===== config.mk =====
export PLATFORM = sky130hd
export DESIGN_NAME = bcd_serial_add_ctrl
export DESIGN_NICKNAME = d
export VERILOG_FILES = /design/src/rtl/bcd_serial_add_ctrl.sv
export SDC_FILE = /design/constraint.sdc
export NUM_CORES = 1
export LEC_CHECK = 0
export ABC_AREA = 1
export CORE_AREA = 2 2 99 101
export CTS_CLUSTER_DIAMETER = 150
export DETAILED_ROUTE_END_ITERATION = 7
export DIE_AREA = 0 0 101 103
export GPL_TIMING_DRIVEN = 0
export HOLD_SLACK_MARGIN = 0.1
export PLACE_DENSITY = 0.56
export SYNTH_ARGS = -nofsm -noshare
export SYNTH_HDL_FRONTEND = slang
export SYNTH_SLANG_ARGS = --single-unit

===== constraint.sdc =====
create_clock -name clk -period 6.9 [get_ports clk]
set_input_delay 0.69 -clock clk [delete_from_list [all_inputs] [get_ports clk]]
set_output_delay 0.69 -clock clk [all_outputs]
set_load 0.02 [all_outputs]

===== src/rtl/bcd_serial_add_ctrl.sv =====
// bcd_serial_add_ctrl: packed-BCD adder that reuses one digit adder, one digit per clock, LSD first
module bcd_serial_add_ctrl #(
   parameter int DIGITS = 4
) (
   input  logic                  clk,
   input  logic                  reset,
   input  logic                  in_valid,
   output logic                  in_ready,
   input  logic [4*DIGITS-1:0]   in_a,
   input  logic [4*DIGITS-1:0]   in_b,
   input  logic                  in_carry,
   output logic                  out_valid,
   input  logic                  out_ready,
   output logic [4*DIGITS-1:0]   out_sum,
   output logic                  out_carry,
   output logic                  out_err,
   output logic                  busy
);
   localparam int IW = (DIGITS > 1) ? $clog2(DIGITS) : 1;
   typedef enum logic [1:0] {IDLE, ADD, HOLD} state_t;
   state_t              state_q, state_d;
   logic [IW-1:0]       idx_q, idx_d;
   logic [4*DIGITS-1:0] a_q, a_d, b_q, b_d, sum_q, sum_d;
   logic                c_q, c_d, cout_q, cout_d, err_q, err_d, valid_q, valid_d;
   logic                bad, gt9;
   logic [3:0]          a_dig, b_dig, dig;
   logic [4:0]          s;
   // one-digit BCD adder stage shared by every digit position
   always_comb begin
      a_dig = a_q[{idx_q, 2'b00} +: 4];
      b_dig = b_q[{idx_q, 2'b00} +: 4];
      s     = {1'b0, a_dig} + {1'b0, b_dig} + {4'b0, c_q};
      gt9   = s > 5'd9;
      dig   = gt9 ? 4'(s + 5'd6) : s[3:0];
   end
   // flag any operand digit above 9 so the result can be marked meaningless
   always_comb begin
      bad = 1'b0;
      for (int i = 0; i < DIGITS; i++)
         bad = bad | (in_a[4*i +: 4] > 4'd9) | (in_b[4*i +: 4] > 4'd9);
   end
   // sequencer next-state: accept in IDLE, one digit per cycle in ADD, wait for consumer in HOLD
   always_comb begin
      state_d = state_q;
      idx_d   = idx_q;
      a_d     = a_q;
      b_d     = b_q;
      c_d     = c_q;
      sum_d   = sum_q;
      cout_d  = cout_q;
      err_d   = err_q;
      valid_d = valid_q;
      case (state_q)
         IDLE: if (in_valid) begin
            a_d     = in_a;
            b_d     = in_b;
            c_d     = in_carry;
            err_d   = bad;
            idx_d   = '0;
            state_d = ADD;
         end
         ADD: begin
            sum_d[{idx_q, 2'b00} +: 4] = dig;
            c_d   = gt9;
            idx_d = idx_q + 1'b1;
            if (idx_q == IW'(DIGITS - 1)) begin
               cout_d  = gt9;
               valid_d = 1'b1;
               idx_d   = '0;
               state_d = HOLD;
            end
         end
         HOLD: if (out_ready) begin
            valid_d = 1'b0;
            state_d = IDLE;
         end
         default: state_d = IDLE;
      endcase
   end
   // state registers; reset abandons any operation in flight
   always_ff @(posedge clk) begin
      if (reset) begin
         state_q <= IDLE;
         idx_q   <= '0;
         a_q     <= '0;
         b_q     <= '0;
         c_q     <= 1'b0;
         sum_q   <= '0;
         cout_q  <= 1'b0;
         err_q   <= 1'b0;
         valid_q <= 1'b0;
      end else begin
         state_q <= state_d;
         idx_q   <= idx_d;
         a_q     <= a_d;
         b_q     <= b_d;
         c_q     <= c_d;
         sum_q   <= sum_d;
         cout_q  <= cout_d;
         err_q   <= err_d;
         valid_q <= valid_d;
      end
   end
   assign in_ready  = state_q == IDLE;
   assign busy      = state_q != IDLE;
   assign out_valid = valid_q;
   assign out_sum   = sum_q;
   assign out_carry = cout_q;
   assign out_err   = err_q;
endmodule


Figure 1. Track usage over the die (run 1).
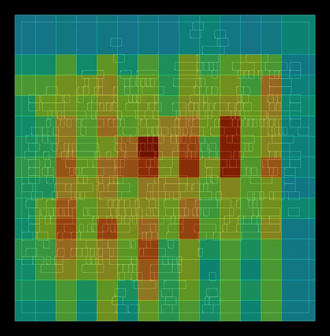
grt met1 use: 18.6%
GRT Max-Usage Layer: met2
WL per Instance: 12.8 um

Figure 2. Metal 3 (run 1).
Drawn at 4 px/um. Cells faint in the background.
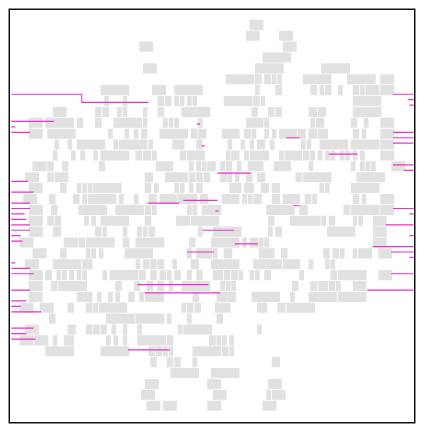
49 nets have wire on it. The layer carries 305 um of wire. The layer holds 4.4% of the routed length. The wires run mostly horizontal.
WL final: 7030 um
via count: 2549

Figure 3. Signal wires on met2 (run 1).
Drawn at 4 px/um. Cells faint in the background.
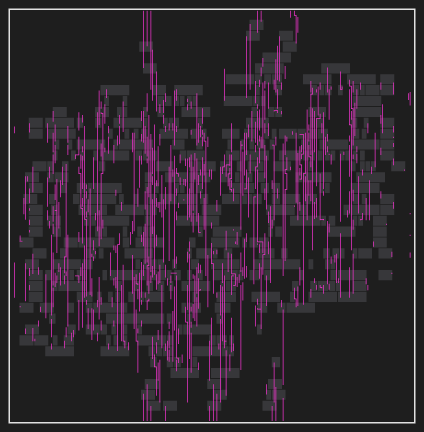
374 nets have wire on it. The layer holds 45% of the routed length. The wires run mostly vertical. The longest straight run is 37.4 um. The layer carries 3170 um of wire.
grt met2 use: 24.9%

==> impl_metrics.csv, run 1 <==
group,metric,value,unit
cells_and_area,comb_share,40.3,%
pwr,power.clock.fraction,22.5,%
grt,grtUsageTotal,14.4,%
die,io-pin-count,58,
pwr,swShare,35.3,%
timing,skew,0.00826,ns
pwr,powerDensity,227,nW/um^2
placement,gp_congestion,0.814,
synth,synth.area.mux_share,0,%
critical_path,path_cells,"inv_1, clkbuf_1, o21ai_0, o22ai_1, fa_1, fa_1, inv_1, ha_1, inv_1, nor2_1, a21oi_2, nand2_2, nand2_4, nand2_2, nand2_2, nand4_1, a21oi_1",
clock_tree,cts_hold_buf,0,
timing,setup_violations,0,
synth,yosysWarnings,0,
cells_and_area,comb_cells,269,
synth,syn-cell-area,2740,um^2
cells_and_area,dominant_cells,"combinational gates",
placement,place_area,3450,um^2
cells_and_area,final_cell_area,3540,um^2
status,status,"complete, no violations",
cells_and_area,buf_share,18.6,%
cells_and_area,fin_cells,548,
critical_path,end_kind,"register",
grt,grtUsageMet3,2.64,%
cells_and_area,lay_top_count,"nor2_1",
synth,yosysTopAreaCell,"dfxtp_1",
cells_and_area,diodes,0,
synth,ys_top_logic_family,"simple AND/OR/NAND/NOR gates",
critical_path,crit_fanout,12,
critical_path,path_class,"reg -> reg",
critical_path,worst-path-buf-inv,4,
critical_path,r2r-start,"idx_q[1]$_SDFFE_PP0P_",
grt,grt_pass1_wl,11900,um
cells_and_area,clock_buffers,6,
clock_tree,insertion_delay,0.31,ns
clock_tree,clock_sinks,56,
die,die_w,101,um
timing,rsz0062_at_grt,"no",
route,m1WireLength,3420,um
route,dr_wl_met3,305,um
grt,grt_overflow,0,
clock_tree,cts.repair.resized,0,
clock_tree,clockRootBuffer,"clkbuf_8",
critical_path,cp-startpoint,"idx_q[1]$_SDFFE_PP0P_",
critical_path,critPathLaunchType,"register",
timing,setup_slack,3.42,ns
cells_and_area,regArea,1120,um^2
clock_tree,tritoncts,"yes",
timing,slew_viol_final,0,
job,cap_violations,0,
critical_path,critPathArrivalTime,3.72,ns
timing,hold_viol,0,
synth,ys_sh_adder,6.04,%
cells_and_area,clk_share,2.51,%
grt,antenna_found_initial,0,
die,row_count,36,
clock_tree,clk_path_buf_depth,2,
die,die-height,103,um
critical_path,cp_top_family,"adder cells",
critical_path,slowest_stage,"dfxtp_1",
die,core_area,9460,um^2
die,tap-cell-count,114,
die,initial_core_util,28.9,%
cells_and_area,area_growth,29.3,%
cells_and_area,final-comb-area,1430,um^2
placement,io_buffer_count,57,
cells_and_area,fillers,1041,
critical_path,cp_slowest_stage_delay,0.63,ns
synth,ys_cells,369,
synth,syn_area_per_cell,7.41,um^2
synth,syn_inst,369,
placement,post-place-ws,3.44,ns
cells_and_area,seqAreaFraction,31.7,%
placement,dp.final_hpwl,5470,um
pwr,p_int,518,uW
pwr,total_power,802,uW
route,dr.pass1.iters,4,
synth,synth_dominant_cell_count,"nor2_1",
timing,finalSetupTns,0,ns
timing,finalCritPeriodShare,50.4,%
pwr,p_comb_share,32.9,%
placement,dp_cells,540,
critical_path,required,7.14,ns
grt,grt_max_degree,18,
timing,layout_min_cycle_time,3.48,ns
route,ant_nets,0,
pwr,vdd.ir_drop.worst,0.000113,V
route,highest_layer,"met4",
timing,slew-limit-headroom,58.9,%
synth,ff_type,"dfxtp_1",
pwr,p_sw,283,uW
timing,holdWs,0.469,ns
route,drc,0,
synth,compound_area_share,19.1,%
synth,synth.distinct_cells,35,
die,die_area,10400,um^2
synth,numSynthFlops,56,
synth,synth.area.top_cells,"dfxtp_1 (41%), nor2_1 (11%), o21ai_0 (11%)",
synth,synth-simple-area-share,27.0,%
synth,top_cells_by_count,"nor2_1 (82), o21ai_0 (59), dfxtp_1 (56)",
timing,max_freq,0.287,GHz
synth,ys_seq_share,41.0,%
clock_tree,numCtsBuffers,5,
cells_and_area,seq_cell_count,56,
pwr,sequentialPowerShare,44.6,%
cells_and_area,nNonClkInverters,27,
min_path,hold_class,"reg -> reg",
synth,top_area_share,41.0,%
cells_and_area,lay_top_cells,"nor2_1 (82), o21ai_0 (59), clkdlybuf4s50_1 (57), dfxtp_1 (56), nand2_1 (36)",
clock_tree,cts.clk_slew.worst_paths,0.10,ns
cells_and_area,nNonClkBuffers,74,
route,wl_met2,3170,um
synth,xor_share,0,%
grt,grt_pass1_vias,2500,
route,initialDrtViolationCount,74,
clock_tree,post_cts_buffers,0,
cells_and_area,drive_above_1_share,8.06,%
clock_tree,htreeDepth,2,
route,viasPerCell,4.65,
job,warnings,31,
cells_and_area,nets,482,
synth,yosys_area,2740,um^2
timing,tightest_slew,0.616,ns
synth,synthArstFlopShare,0,%
synth,synth_nets,418,
cells_and_area,final_core_util,37.4,%
synth,edf_count,0,
pwr,cellLeakagePower,0.00140,uW
min_path,hp-start,"out_valid$_SDFFE_PP0P_",
==> run 1: final timing paths <==
kind | to | slack [ns] | cells past startpoint
hold reg to reg | out_valid$_SDFFE_PP0P_ | 0.47 | 2
setup / recovery | out_sum[6]$_SDFFE_PP0P_ | 3.42 | 17
hold / removal | out_valid$_SDFFE_PP0P_ | 0.47 | 2
setup reg to reg | out_sum[6]$_SDFFE_PP0P_ | 3.42 | 17
==> run 1: power by group through the flow <==
| stage | combinational, uW | sequential [uW] | clock (uW) |
|---|---|---|---|
| finish | 264 | 358 | 180 |
| global route | 304 | 360 | 198 |
| CTS | 268 | 358 | 188 |
| detailed placement | 266 | 365 | 0 |
| global placement | 262 | 365 | 0 |
| floorplan | 184 | 365 | 0 |
Figure 4. Signal metal coverage by tile (run 1).
Drawn at 4 px/um. The die is cut into 20 by 21 equal tiles; dark blue is low, red is high, scaled to the fullest tile. Values are wire area over tile area, all layers added.
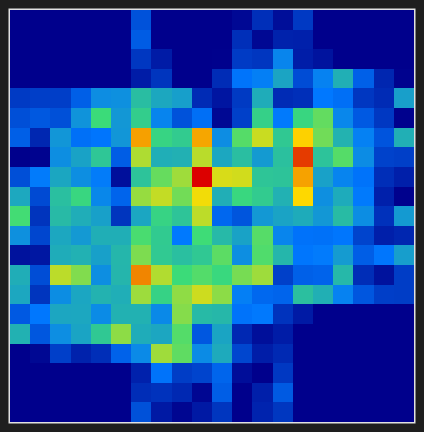

==> run 1 -> run 2 <==
PLACE_DENSITY = 0.58   (was 0.56)
clock period = 3.2 ns   (was 6.9 ns; I/O delays follow)
Figure 5. Signal metal coverage by tile (run 2).
Drawn at 4 px/um. The die is cut into 20 by 21 equal tiles; dark blue is low, red is high, scaled to the fullest tile. Values are wire area over tile area, all layers added.
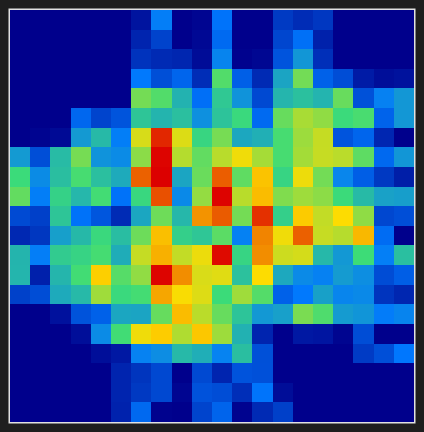
The fullest tile reaches 0.37. 25% of the tiles are over half the peak. The densest ninth of the die: center. 27% of the tiles are nearly empty. The emptiest ninth of the die: upper left.
via count: 2618
WL final: 7180 um
GRT Util Overall: 14.5%

==> run 2 against run 1 <==
Compared with the run above:
- design area is 2.5% higher
- sequential share of layout area decreased by 0.58 points
- sequential power rose by 120%
- clock skew is 0.00051 ns higher
- largest power group unchanged
==> impl_metrics.csv, run 2 <==
group,metric,value,unit
clock_tree,clockRootBuffer,"clkbuf_8",
synth,yosys_area,2740,um^2
grt,grt_util_met1,18.2,%
cells_and_area,area_growth,32.6,%
grt,grt_pass1_wl,11900,um
timing,max_freq,0.328,GHz
timing,skew,0.00878,ns
cells_and_area,diodes,0,
pwr,sequentialPowerShare,43.6,%
grt,grtUsageMet3,2.71,%
pwr,pg_comb,600,uW
clock_tree,tritoncts,"yes",
critical_path,required,3.44,ns
die,tap-cell-count,114,
min_path,hold_class,"reg -> reg",
pwr,powerDensity,487,nW/um^2
job,cap_violations,0,
clock_tree,cts_hold_buf,0,
synth,edf_count,0,
route,highest_layer,"met4",
status,status,"complete, no violations",
timing,finalSetupTns,0,ns
placement,dp_cells,540,
cells_and_area,fin_cells,554,
timing,layout_min_cycle_time,3.05,ns
cells_and_area,regArea,1130,um^2
die,die_area,10400,um^2
timing,finalCritPeriodShare,95.2,%
clock_tree,cts.clk_slew.worst_paths,0.09,ns
critical_path,crit_fanout,12,
synth,syn_area_per_cell,7.41,um^2
synth,top_cells_by_count,"nor2_1 (82), o21ai_0 (59), dfxtp_1 (56)",
route,m1WireLength,3410,um
pwr,p_int,1160,uW
placement,gp_congestion,0.860,
critical_path,path_cells,"inv_2, buf_6, nor2_1, o22ai_2, fa_2, fa_2, inv_1, ha_1, inv_2, nor2_2, a21oi_2, nand2_2, nand2_4, nand2_2, nand2_2, nand4_1, a21oi_1",
timing,slew_viol_final,0,
clock_tree,clock_sinks,56,
critical_path,path_class,"reg -> reg",
timing,slew-limit-headroom,69.0,%
route,ant_nets,0,
cells_and_area,final_cell_area,3630,um^2
cells_and_area,buf_share,19.6,%
pwr,cellLeakagePower,0.00144,uW
timing,hold_viol,0,
clock_tree,htreeDepth,2,
critical_path,critPathArrivalTime,3.29,ns
grt,grt_max_degree,17,
synth,syn_inst,369,
route,dr.pass1.iters,4,
critical_path,slowest_stage,"fa_2",
synth,synth.distinct_cells,35,
die,core_area,9460,um^2
cells_and_area,dominant_cells,"combinational gates",
clock_tree,insertion_delay,0.31,ns
timing,setup_violations,0,
critical_path,cp_slowest_stage_delay,0.59,ns
route,drc,0,
placement,post-place-ws,-0.246,ns
critical_path,critPathLaunchType,"register",
clock_tree,post_cts_buffers,0,
cells_and_area,nNonClkInverters,28,
pwr,p_sw,612,uW
cells_and_area,drive_above_1_share,12.5,%
pwr,power_clock,398,uW
pwr,power.clock.fraction,22.5,%
synth,ys_cells,369,
synth,numSynthFlops,56,
pwr,power.group.top,"registers",
critical_path,end_kind,"register",
timing,setup_slack,0.154,ns
synth,ff_type,"dfxtp_1",
grt,grt_most_used_layer,"met2",
clock_tree,clk_path_buf_depth,2,
synth,synthArstFlopShare,0,%
pwr,vdd.ir_drop.worst,0.000230,V
cells_and_area,clk_share,2.55,%
critical_path,worst-path-buf-inv,4,
grt,grt_overflow,0,
cells_and_area,final-comb-area,1440,um^2
cells_and_area,clock_buffers,6,
cells_and_area,seqAreaFraction,31.1,%
synth,synth_nets,418,
die,io-pin-count,58,
grt,grt_pass1_vias,2498,
pwr,p_comb_share,33.9,%
critical_path,cp_top_family,"adder cells",
cells_and_area,final_core_util,38.3,%
Figure 6. Signal wires on met2 (run 2).
Drawn at 4 px/um. Cells faint in the background.
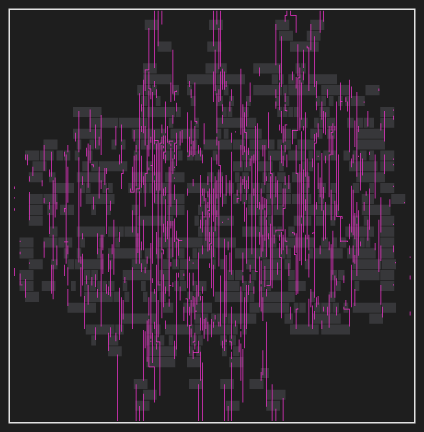
The wires run mostly vertical. The layer carries 3390 um of wire. The longest straight run is 42.8 um. 385 nets have wire on it.
grt met2 use: 25.5%

run 2: final timing paths:
check	start	end	slack (ns)	depth (start not counted)
worst max-delay path	idx_q[0]$_SDFFE_PP0P_	out_sum[14]$_SDFFE_PP0P_	0.15	17
worst max register to register	idx_q[0]$_SDFFE_PP0P_	out_sum[14]$_SDFFE_PP0P_	0.15	17
worst min-delay path	out_sum[8]$_SDFFE_PP0P_	out_sum[8]$_SDFFE_PP0P_	0.47	2
worst min register to register	out_sum[8]$_SDFFE_PP0P_	out_sum[8]$_SDFFE_PP0P_	0.47	2
run 2: logic make-up after synthesis:
logic type	after synthesis	share of synthesized area, %
simple gates	160	27.0
compound gates	97	19.1
flops	56	41.0
buf+inv	44	6.86
fa+ha+maj	12	6.04
Figure 7. Metal 3 (run 2).
Drawn at 4 px/um. Cells faint in the background.
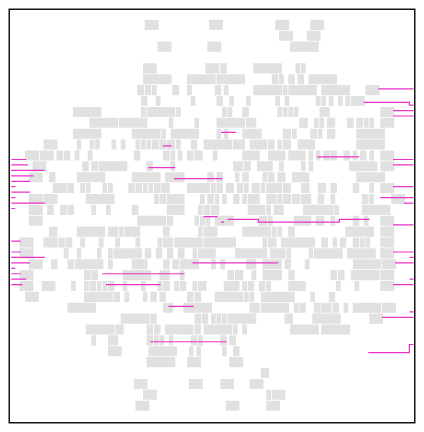

==> run 2 -> run 3 <==
CORE_AREA = 4 4 101 103   (was 2 2 99 101)
CTS_BUF_LIST = sky130_fd_sc_hd__clkbuf_4 sky130_fd_sc_hd__clkbuf_8   (was unset)
DIE_AREA = 0 0 105 107   (was 0 0 101 103)
Figure 8. Metal 3 (run 3).
Drawn at 4 px/um. Cells faint in the background.
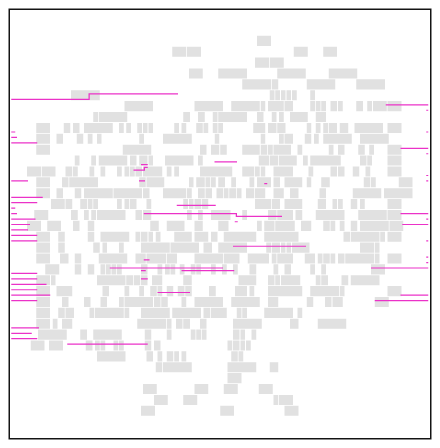
The longest straight run is 28.1 um. The wires run mostly horizontal. The layer holds 5.0% of the routed length. The layer carries 370 um of wire.
GRT met3 Usage: 2.71%
WL final: 7340 um
via count: 2602

Figure 9. Signal metal coverage by tile (run 3).
Drawn at 4 px/um. The die is cut into 21 by 21 equal tiles; dark blue is low, red is high, scaled to the fullest tile. Values are wire area over tile area, all layers added.
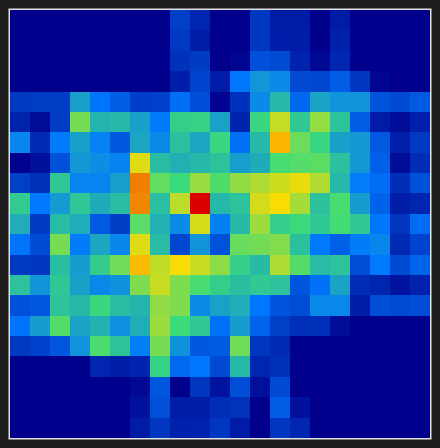
The fullest tile reaches 0.46. The emptiest ninth of the die: lower right. The mean over all tiles is 0.10.
WL per Instance: 13.3 um
GRT Util Overall: 13.1%

==> run 3 against run 2 <==
Compared with the run above:
- non-clock buffer count stayed put
- final cell count decreased by 0.72%
- sequential share of layout area shrank 0.075 points
- first-iteration DRC count is 13% lower
- global-route usage fell by 1.4 points
- total power increased by 2.6%
- routed wire length rose by 2.2%
- synthesized cell count did not move
- synthesized area is the same
==> impl_metrics.csv, run 3 <==
group,metric,value,unit
clock_tree,cts.clk_slew.worst_paths,0.10,ns
pwr,p_sw,640,uW
grt,grt_pass1_vias,2491,
grt,grt_util_met1,17.5,%
cells_and_area,fin_cells,550,
grt,grtUsageMet2,21.8,%
clock_tree,insertion_delay,0.31,ns
synth,edf_count,0,
synth,synthArstFlopShare,0,%
clock_tree,cts_hold_buf,0,
min_path,worstHoldPathCells,2,
route,dr.pass1.iters,4,
pwr,sequentialPowerShare,42.4,%
route,highest_layer,"met4",
timing,finalSetupTns,0,ns
status,status,"complete, no violations",
critical_path,crit_fanout,10,
route,drc,0,
critical_path,critPathLaunchType,"register",
timing,setup_slack,0.125,ns
timing,finalCritPeriodShare,96.1,%
pwr,power_clock,399,uW
synth,syn_area_per_cell,7.41,um^2
min_path,hp-start,"out_valid$_SDFFE_PP0P_",
clock_tree,clockRootBuffer,"clkbuf_8",
timing,slew-limit-headroom,65.6,%
job,cap_violations,0,
synth,compound_area_share,19.1,%
clock_tree,clock_sinks,56,
pwr,power.clock.fraction,22.0,%
clock_tree,htreeDepth,2,
pwr,cellLeakagePower,0.00145,uW
timing,slew_viol_final,0,
pwr,p_comb_share,35.7,%
route,m1WireLength,3530,um
cells_and_area,diodes,0,
synth,ff_type,"dfxtp_1",
clock_tree,clk_path_buf_depth,2,
grt,grt_pass1_wl,12100,um
cells_and_area,regArea,1130,um^2
critical_path,required,3.44,ns
grt,grt_max_degree,17,
placement,gp_congestion,0.790,
pwr,vdd.ir_drop.worst,0.000201,V
synth,synth_nets,418,
cells_and_area,area_growth,32.9,%
die,io-pin-count,58,
synth,yosys_area,2740,um^2
clock_tree,post_cts_buffers,0,
cells_and_area,final-comb-area,1460,um^2
synth,syn_inst,369,
pwr,power.group.top,"registers",
clock_tree,tritoncts,"yes",
cells_and_area,clock_buffers,6,
critical_path,end_kind,"register",
pwr,p_int,1170,uW
cells_and_area,nNonClkInverters,27,
cells_and_area,buf_share,19.6,%
timing,hold_viol,0,
synth,ys_cells,369,
critical_path,cp-startpoint,"idx_q[0]$_SDFFE_PP0P_",
die,tap-cell-count,111,
cells_and_area,seqAreaFraction,31.0,%
cells_and_area,dominant_cells,"combinational gates",
critical_path,critPathArrivalTime,3.32,ns
placement,dp_cells,537,
timing,layout_min_cycle_time,3.08,ns
synth,ys_sh_adder,6.04,%
critical_path,r2r-start,"idx_q[0]$_SDFFE_PP0P_",
pwr,pg_comb,647,uW
min_path,hold_class,"reg -> reg",
synth,xor_share,0,%
route,ant_nets,0,
synth,ys_top_logic_family,"simple AND/OR/NAND/NOR gates",
placement,post-place-ws,-0.284,ns
run 3: path summary, 6_finish.rpt:
path                            slack, ns                       end
worst min-delay path                 0.47    out_valid$_SDFFE_PP0P_
worst max-delay path                 0.12  out_sum[13]$_SDFFE_PP0P_
worst min register to register       0.47    out_valid$_SDFFE_PP0P_
worst max register to register       0.12  out_sum[13]$_SDFFE_PP0P_
run 3: worst max-delay path, cell delays in order (launching register included):
cell	delay, ns
dfxtp_4	0.41
inv_2	0.07
buf_4	0.17
o21ai_2	0.12
o22ai_2	0.10
fa_2	0.42
fa_2	0.59
inv_1	0.08
ha_2	0.19
inv_1	0.07
nor2_1	0.05
a21oi_2	0.11
nand2_2	0.10
nand2_4	0.09
nand2_2	0.07
nand2_4	0.08
nand4_1	0.11
a21oi_2	0.17
Power and IR drop assume default switching activity.
